<file path="src/rtl/reg_file_sb.sv">
// reg_file_sb: parametrised register file with two combinational read ports,
// one synchronous write port, optional write-through bypass, optional
// hardwired zero register and a per-register busy scoreboard.
module reg_file_sb #(
    parameter int WIDTH    = 16,
    parameter int DEPTH    = 8,
    parameter int ADDR_W   = 3,
    parameter int ZERO_REG = 0,
    parameter int BYPASS   = 1
) (
    input  logic              CLK,
    input  logic              Reset,
    input  logic [WIDTH-1:0]  DataIn,
    input  logic              Write,
    input  logic [ADDR_W-1:0] WriteAddr,
    input  logic [ADDR_W-1:0] ReadAddrA,
    input  logic [ADDR_W-1:0] ReadAddrB,
    output logic [WIDTH-1:0]  ReadDataA,
    output logic [WIDTH-1:0]  ReadDataB,
    input  logic              SetBusy,
    input  logic [ADDR_W-1:0] SetBusyAddr,
    output logic              BusyA,
    output logic              BusyB,
    output logic              AnyBusy
);

    logic [WIDTH-1:0] regs_q [DEPTH];
    logic [DEPTH-1:0] busy_q;
    logic [DEPTH-1:0] busy_d;
    logic             any_busy_q;

    logic             wr_ok;
    logic             set_ok;
    logic [DEPTH-1:0] wr_hit;
    logic [DEPTH-1:0] set_hit;

    // True when the address names a real register that can hold state
    // (in range, and not the hardwired zero register).
    function automatic logic live(input logic [ADDR_W-1:0] a);
        logic r;
        r = 1'b0;
        for (int i = 0; i < DEPTH; i++) begin
            if (a == ADDR_W'(i) && !(ZERO_REG != 0 && i == 0)) begin
                r = 1'b1;
            end
        end
        return r;
    endfunction

    assign wr_ok  = Write & live(WriteAddr);
    assign set_ok = SetBusy & live(SetBusyAddr);

    // Decode write/set targets and form next busy vector; a set beats a clear.
    always_comb begin
        wr_hit  = '0;
        set_hit = '0;
        busy_d  = '0;
        for (int i = 0; i < DEPTH; i++) begin
            wr_hit[i]  = wr_ok  && (WriteAddr   == ADDR_W'(i));
            set_hit[i] = set_ok && (SetBusyAddr == ADDR_W'(i));
            busy_d[i]  = set_hit[i] | (busy_q[i] & ~wr_hit[i]);
        end
    end

    // Register storage: only decoded, valid write targets are updated.
    always_ff @(posedge CLK or posedge Reset) begin
        if (Reset) begin
            for (int i = 0; i < DEPTH; i++) begin
                regs_q[i] <= '0;
            end
        end else begin
            for (int i = 0; i < DEPTH; i++) begin
                if (wr_hit[i]) begin
                    regs_q[i] <= DataIn;
                end
            end
        end
    end

    // Scoreboard state and registered any-busy summary of the next state.
    always_ff @(posedge CLK or posedge Reset) begin
        if (Reset) begin
            busy_q     <= '0;
            any_busy_q <= 1'b0;
        end else begin
            busy_q     <= busy_d;
            any_busy_q <= |busy_d;
        end
    end

    // Read ports: stored lookup, then same-cycle forwarding of a valid write.
    // Forwarding is not gated by Reset so a write issued during reset is
    // still visible combinationally even though it is never captured.
    always_comb begin
        ReadDataA = '0;
        ReadDataB = '0;
        BusyA     = 1'b0;
        BusyB     = 1'b0;
        for (int i = 0; i < DEPTH; i++) begin
            if (!(ZERO_REG != 0 && i == 0)) begin
                if (ReadAddrA == ADDR_W'(i)) begin
                    ReadDataA = regs_q[i];
                    BusyA     = busy_q[i];
                end
                if (ReadAddrB == ADDR_W'(i)) begin
                    ReadDataB = regs_q[i];
                    BusyB     = busy_q[i];
                end
            end
        end
        if (BYPASS != 0 && wr_ok && WriteAddr == ReadAddrA) begin
            ReadDataA = DataIn;
            if (!(set_ok && SetBusyAddr == ReadAddrA)) begin
                BusyA = 1'b0;
            end
        end
        if (BYPASS != 0 && wr_ok && WriteAddr == ReadAddrB) begin
            ReadDataB = DataIn;
            if (!(set_ok && SetBusyAddr == ReadAddrB)) begin
                BusyB = 1'b0;
            end
        end
    end

    assign AnyBusy = any_busy_q;

endmodule

</file>
<file path="config.mk">
export PLATFORM = sky130hd
export DESIGN_NAME = reg_file_sb
export DESIGN_NICKNAME = d
export VERILOG_FILES = /design/src/rtl/reg_file_sb.sv
export SDC_FILE = /design/constraint.sdc
export NUM_CORES = 1
export LEC_CHECK = 0
export ABC_CLOCK_PERIOD_IN_PS = 4600
export CAP_MARGIN = 10
export CORE_ASPECT_RATIO = 1.5
export CORE_MARGIN = 2
export CORE_UTILIZATION = 45
export CTS_CLUSTER_SIZE = 8
export DETAILED_ROUTE_END_ITERATION = 7
export GPL_TIMING_DRIVEN = 0
export PLACE_DENSITY = 0.67
export SLEW_MARGIN = 20
export SYNTH_ARGS = -nofsm -noshare
export SYNTH_HDL_FRONTEND = slang
export SYNTH_SLANG_ARGS = --single-unit
</file>
<file path="constraint.sdc">
create_clock -name CLK -period 4.6 [get_ports CLK]
set_input_delay 0.92 -clock CLK [delete_from_list [all_inputs] [get_ports CLK]]
set_output_delay 0.92 -clock CLK [all_outputs]
set_load 0.1 [all_outputs]
</file>
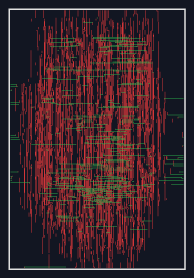
**Above:** run 1 (wiring by layer).
(1.5 px per um) Only two layers are drawn.
[green] M3 | wire length: 2,250 um
[red] M2 | wire length: 14,200 um
Post-Route WL: 29.41 mm
Global Route Usage Sum: 30.21%
via count: 7,210
Avg WL per Cell: 25.66 um

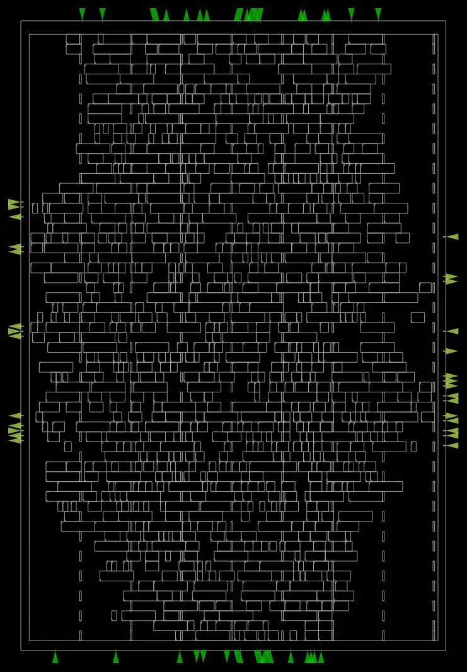
**Above:** run 1 (placement view).
number of flip-flops and latches: 137
Core Area: 0.01855 mm^2
Finished Core Util: 52.94%
number of standard cells in the layout, taps in and fillers out: 1,146
flip-flop and latch share of the layout cell area: 34.91%

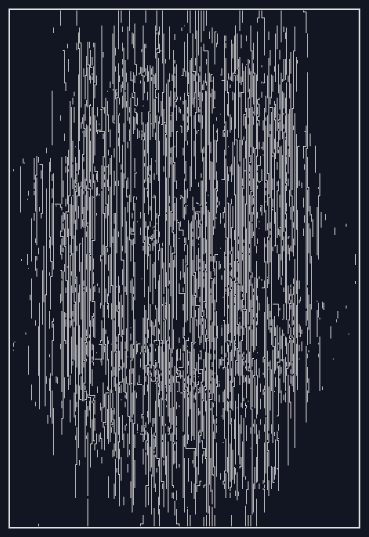
**Above:** run 1 (metal 2).
(3 px per um)
main direction: vertical
share of all routed wire: 48%
met2 demand-to-capacity share in global routing: 48.82%

==> run 1: timing repair <==
item / 4_1_cts / 5_1_grt
hold buffers: 0 / 0
resized: 52 / 19
endpoints found under the setup margin: 33 / 11
==> run 1: synthesized netlist by cell type, drive strengths merged <==
library cell | n | area share [%]
o32ai | 2 | 0.21
o221ai | 15 | 1.5
a31oi | 18 | 1.3
nor3 | 6 | 0.49
nand4b | 3 | 0.46
and4bb | 2 | 0.29
a221o | 1 | 0.12
a31o | 6 | 0.62
o2bb2ai | 6 | 0.62
nand2b | 27 | 2.0
and2 | 3 | 0.22
clkbuf | 23 | 1.0
inv | 19 | 0.84
o21ai | 72 | 4.2
buf | 58 | 4.2
dfrtp | 137 | 40
a222oi | 1 | 0.12
mux2 | 107 | 15
nor2 | 45 | 2.0
a22oi | 6 | 0.53
a2bb2oi | 6 | 0.62
nor4b | 1 | 0.28
or2 | 2 | 0.15
o211a | 1 | 0.12
a21boi | 1 | 0.088
mux2i | 84 | 9.9
a41oi | 2 | 0.21
o22ai | 23 | 1.7
a221oi | 6 | 0.62
nand4bb | 2 | 0.26
a21oi | 11 | 0.65
mux4 | 10 | 2.6
nor3b | 18 | 1.6
and3 | 2 | 0.15
o221a | 1 | 0.13
nand2 | 58 | 2.6
nor2b | 13 | 0.96
xnor2 | 12 | 1.2
nand4 | 3 | 0.44
==> run 1: state kept, by name (all words and copies together), names as in the netlist <==
register	cells
busy_q	8
AnyBusy	1
regs_q	128
==> run 1: routing by layer <==
layer  GRT usage (%)  vias up
li1                -     3099
met1           36.70     3555
met2           48.82      416
met3           5.643      140
met4           19.57        0
met5               0        -
==> changes_impl.md, run 1 <==
### Changed

* Result of the run: completed
* Amount of wire on met3 after detailed routing at 2.245 mm
* Die span in y at 172.3 um
* Setup repair after global routing missed its margin: no
* Setup slack on the worst flop-to-flop path at 3.39 ns
* DR iter-0 viols at 713
* Routability congestion estimate at 0.9578
* Dpl ws at -0.4479 ns
* Longest individual stage delay on the worst path at 0.88 ns
* Commonest cells after routing, fill and taps aside: sky130_fd_sc_hd__dfrtp_1 (137), sky130_fd_sc_hd__mux2_2 (98), sky130_fd_sc_hd__mux2i_1 (84), sky130_fd_sc_hd__o21ai_0 (72), sky130_fd_sc_hd__nand2_1 (58)
* Number of nets with antenna violations after routing at 0
* Multi-input logic cell count at 576
* Top routing layer in use: met4
* Buffering overhead at 9.187%
* Switching component of the power at 1.705 mW
* Root Buffer: sky130_fd_sc_hd__clkbuf_16
* Vias per cell at 6.291
* Die extent in x at 116.2 um
* Log Warnings at 27
* Final critical-path share of the clock period at 99.91%
* Arrival time at the worst endpoint at 3.68 ns
* Largest logic family: multiplexers
* Count of cells along the worst register-to-register path at 3
* Placed cell count at 1,114
* Endpoint of the most critical register-to-register path: AnyBusy$_DFF_PP0_
* Filler cell count in the final layout at 1,697
* Worst setup slack after layout at 0.004013 ns
* Simple-Gate Area Share at 11.82%
* Startpoint of the worst-slack reg-to-reg timing path: busy_q[3]$_DFF_PP0_
* Worst Setup End Kind: primary output
* Number of setup violations in the final report at 0
* Power Internal at 2.672 mW
* End point of the worst hold path: regs_q[100]$_DFFE_PP0P_
* Global-route congestion overflow total at 0
* Buffers added on ports at 48
* Finished layout cell area at 0.009819 mm^2
* Largest net degree at the start of global routing at 79
* Cell type taking the most area: multi-input combinational cells
* Mux cell area share at 27.12%
* Maximum buffer depth of the clock tree at 2
* Count of pins on the block boundary at 67
* Max-Cap Viols at 0
* Power Dens Cells at 445.8 mW/mm^2
* Proportion of cell area spent on the clock network at 5.377%
* Antenna violations before repair at 0
* Number of nets at floorplan at 845
* Area occupied by multi-input gates at 0.004567 mm^2
* Routed length on met2 at 14.16 mm
* Number of ordinary and repair buffers in the finished layout at 130
* Data required, critical path at 3.68 ns
* Hold/Removal Path Class: reg2reg
* Critical path destination: ReadDataA[0]
* Setup skew after layout at 0.002145 ns
* Layout clock buffer count at 18
* CP bufs+invs at 4
* Placed wire-length estimate at 19.36 mm
* Number of buffers created by CTS at 17
* Total stage count of the critical path at 7
* Tally of unique sky130hd cells used after synthesis at 46
* Part of the Yosys area used for sequential elements at 40.34%
* Synthesis-stage register bit count at 137
* DRC violations left at 0
* Wire length of the first global-routing pass at 43.50 mm
* Final hold violation count at 0
* Setup TNS Final at 0 ns
* Max-slew headroom at 35.26%
* Launch point of the worst path: WriteAddr[0]
* CTS HTree Levels at 4
* Portion of total power attributed to the clock network at 28.7%
* Cell Rows at 61
* Sinks on Clock Net at 137
==> run 1 -> run 2 <==
PLACE_DENSITY = 0.63   (was 0.67)
==> changes_impl.md, run 2 <==
### Changed

* Result of the run: completed
* Reg area at 0.003428 mm^2
* Max-Cap Viols at 0 (unchanged)
* Buffering overhead at 9.160% (-0.027 points)
* Post-synthesis cell type with the largest combined area: sky130_fd_sc_hd__dfrtp_1
* Synth Area in Adders at 0%
* Data required, critical path at 3.68 ns (about the same)
* # diodes at 0
* Worst setup slack after layout at 0.04708 ns (+0.04306 ns)
* Fraction of the mapped netlist area in compound gates at 13.44%
* Cell area after synthesis at 0.008499 mm^2
* Slowest library cell on the worst path: sky130_fd_sc_hd__dlygate4sd2_1
* Worst Path Max Fanout at 10
* Initial standard-cell utilization of the core at 45.83%
* Global Route Usage Sum at 30.61% (+0.39 points)
* Area occupied by multi-input gates at 0.004567 mm^2 (unchanged)
* DRC violations left at 0 (unchanged)
* Cell type taking the most area: multi-input combinational cells
* Ratio of cells with drive above 1 in the final layout at 25.62%
* Most popular library cell in the synthesized design by count: sky130_fd_sc_hd__dfrtp_1
* Finished layout cell area at 0.009876 mm^2 (+0.57%)
* Crit-path most repeated cell: sky130_fd_sc_hd__buf_2
* Launching element type of the critical path: input port
* Core Area at 0.01855 mm^2 (unchanged)
* Cell count listed in synth_stat.txt at 813
* Maximum buffer depth of the clock tree at 2 (unchanged)
* Die span in y at 172.3 um (unchanged)
* Finished Core Util at 53.25% (+0.30 points)
* Via count at 7,137 (-1.0%)
* Number of setup violations in the final report at 0 (unchanged)
* Placed cell count at 1,114 (unchanged)
* Launch point of the worst path: ReadAddrA[1]
* Largest logic family: multiplexers
* Number of flip-flops and latches at 137 (unchanged)
* Part of the Yosys area used for sequential elements at 40.34% (unchanged)
* Count of cells along the worst register-to-register path at 3 (unchanged)
* Final Net Count at 913
* Number of ordinary and repair buffers in the finished layout at 130 (unchanged)
* Post-synth top area share at 40.34% (unchanged)
* Fraction of area in multi-input gates at 46.24%
* Average footprint of a synthesized cell at 10.45 um^2
* Worst-path cell chain: buf_2 > buf_2 > and2_1 > buf_1 > o21ai_0 > a31oi_1 > dlygate4sd2_1
* Top cell family by delay on the critical path: buffers and inverters
* Worst voltage drop across the vdd grid at 0.0002610 V
* Main flop type after synthesis: sky130_fd_sc_hd__dfrtp_1
* Area share of xor/xnor cells in the synthesized design at 1.237%
* Power Dens Cells at 454.9 mW/mm^2 (+2.0%)
* Max-slew headroom at 32.41% (-2.8 points)
* Setup slack on the worst flop-to-flop path at 3.40 ns (about the same)
* Longest individual stage delay on the worst path at 0.90 ns (+0.02 ns)
* Number of enable-type register cells in the synthesized netlist at 0 (unchanged)
* Critical path destination: ReadDataA[15]
* Tally of unique sky130hd cells used after synthesis at 46 (unchanged)
* Worst-margin pin slew at 1.010 ns
* Most frequent cells after synthesis: sky130_fd_sc_hd__dfrtp_1 (137), sky130_fd_sc_hd__mux2_2 (98), sky130_fd_sc_hd__mux2i_1 (84)
* Mux cell area share at 27.12% (unchanged)
* Largest net degree at the start of global routing at 84 (+6.3%)
* Simple-Gate Area Share at 11.82% (unchanged)
* Largest register FFs at 128 (unchanged)
* Setup TNS Final at 0 ns (unchanged)
* Late-Pin Clk Latency at 0.42 ns
* Placed wire-length estimate at 19.53 mm (+0.89%)
* Total power at 4.492 mW
* Proportion of cell area spent on the clock network at 5.891% (+0.51 points)
* Worst hold slack after final layout at 0.5009 ns
* Filler cell count in the final layout at 1,737 (+2.4%)
* Number of global-route vias before repair at 7,189
* Number of buffers created by CTS at 17 (unchanged)
* Routability congestion estimate at 0.9593 (+0.16%)
* CP bufs+invs at 4 (unchanged)
* Count of hold-fix buffers inserted at cts at 0 (unchanged)
* Antenna violations before repair at 0 (unchanged)
* Final critical-path share of the clock period at 98.98% (-0.94 points)
* Cell types occupying the most area after synthesis: sky130_fd_sc_hd__dfrtp_1 (40%), sky130_fd_sc_hd__mux2_2 (13%), sky130_fd_sc_hd__mux2i_1 (9.9%)
* DIE AREA at 0.02003 mm^2
* Root Buffer: sky130_fd_sc_hd__clkbuf_16
* Vias per cell at 6.228 (-1.0%)
* Worst Setup End Kind: primary output
* Dpl ws at -0.4253 ns (+0.02265 ns)
* FFs w/ async S/R, synth at 100.0% (unchanged)
* CTS tree: yes
* Number of standard cells in the layout, taps in and fillers out at 1,146 (unchanged)
* Log Warnings at 27 (unchanged)
* Setup skew after layout at 0.0009595 ns (-0.001185 ns)
* Inverters excl. clock at 19
* Avg WL per Cell at 25.75 um (+0.34%)
* First drt pass iteration count at 5
* Setup repair after global routing missed its margin: no
* Tap cells at 252
* Sinks on Clock Net at 137 (unchanged)
* Number of nets with antenna violations after routing at 0 (unchanged)
* Number of nets at floorplan at 845 (unchanged)
* Most flop-heavy register: regs_q
* Commonest cells after routing, fill and taps aside: sky130_fd_sc_hd__dfrtp_1 (137), sky130_fd_sc_hd__mux2_2 (98), sky130_fd_sc_hd__mux2i_1 (84), sky130_fd_sc_hd__o21ai_0 (72), sky130_fd_sc_hd__nand2_1 (58)
* Die extent in x at 116.2 um (unchanged)
* Synthesis warning total at 0
* Clk slew on worst S/H paths at 0.06 ns
* Layout clock buffer count at 21 (+3)
* Hold/Removal Path Class: reg2reg
* Endpoint of the most critical register-to-register path: AnyBusy$_DFF_PP0_
* Post-Route WL at 29.51 mm (+0.34%)
* Placement Cell Area at 0.009340 mm^2
* Final critical-path required period at 4.553 ns
* Arrival time at the worst endpoint at 3.63 ns (-0.05 ns)
* Number of cells on the worst hold path at 2
* DR iter-0 viols at 664 (-6.9%)
* Max-slew violations at 0
* Final hold violation count at 0 (unchanged)
* Synthesis-stage register bit count at 137 (unchanged)
* Startpoint of the worst-slack reg-to-reg timing path: busy_q[3]$_DFF_PP0_
* Highest achievable clock rate at 219.6 MHz
* Wire length of the first global-routing pass at 44.05 mm (+1.3%)
* Top logic cell by instance count in the layout: sky130_fd_sc_hd__dfrtp_1
* Multi-input logic cell count at 576 (unchanged)
* Total stage count of the critical path at 7 (unchanged)
* Area added between synthesis and finish at 16.19%
* Chip area from the yosys synthesis statistics at 0.008499 mm^2
* CTS HTree Levels at 4 (unchanged)
* Global-route congestion overflow total at 0 (unchanged)
* Count of mapped cells out of synthesis at 813
* Standby leakage power at 4.400 nW
* Kind of critical path: in2out
## run 2: cell types whose count changed in the layout (fill, tap and decap cells not counted), sizes merged
cell           previous run  this run
inv                      22        20
dlymetal6s2s              1         3
clkinv                   10         6
dlygate4sd2              18        19
clkdlybuf4s15             8         5
bufinv                    0         2
clkbuf                   48        51
clkinvlp                  1         2
## run 2: worst min-delay path by stage
| stage | start | end |
|---|---|---|
| after detailed placement | regs_q[97]$_DFFE_PP0P_ | regs_q[97]$_DFFE_PP0P_ |
| final | regs_q[105]$_DFFE_PP0P_ | regs_q[105]$_DFFE_PP0P_ |
| after global placement | regs_q[105]$_DFFE_PP0P_ | regs_q[105]$_DFFE_PP0P_ |
| after CTS | regs_q[97]$_DFFE_PP0P_ | regs_q[97]$_DFFE_PP0P_ |
| after floorplan | regs_q[101]$_DFFE_PP0P_ | regs_q[101]$_DFFE_PP0P_ |
| after global routing | regs_q[105]$_DFFE_PP0P_ | regs_q[105]$_DFFE_PP0P_ |
## run 2: report_power, final
group | internal, mW | switching [mW]
Clock | 0.826 | 0.546
Sequential | 1.46 | 0.216
Combinational | 0.520 | 0.920
## run 2: per-layer routing
layer / global-route usage, % / share of wire (%) / wire [um] / up-vias
met4: 18.48 / 6.4 / 1896 / 0
met5: 0 / 0 / 0 / -
met2: 49.94 / 49 / 14390 / 394
li1: - / - / - / 3098
met1: 36.90 / 37 / 10850 / 3532
met3: 6.379 / 8.1 / 2376 / 113
## run 2: kinds of logic after synthesis
family,after synthesis
compound gates,178
mux,201
flops,137
simple gates,185
buf+inv,100
xor+xnor,12
## run 2: timing repair
action / CTS / global route
endpoints found under the setup margin: 31 / 11
resized: 43 / 23
pin swaps: 0 / 0
setup buffers: 0 / 0
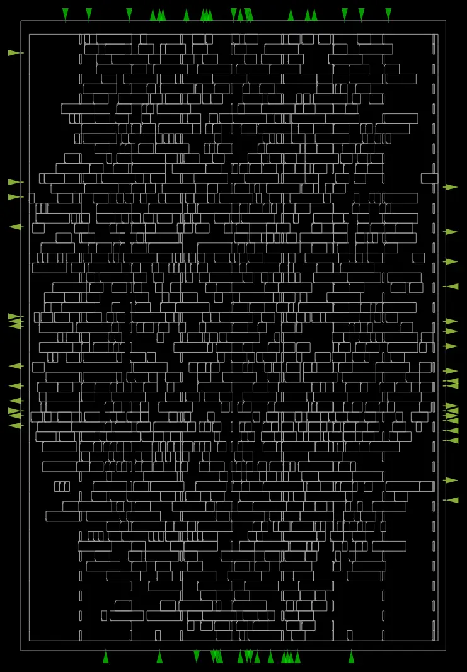
**Above:** run 2 (placement view).
flip-flop and latch share of the layout cell area: 34.71%
Cell Rows: 61

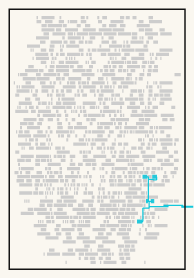
**Above:** run 2 (nets reached from selected ports).
(1.5 px per um)
[cyan] `SetBusy` | bits: 1 | direction: input | end cells: 5 | buffers: 1 | wire: 75.0 um
buffers added on ports: 48
count of pins on the block boundary: 67

Power figures rest on the tool's default switching activity, not on a simulated workload.
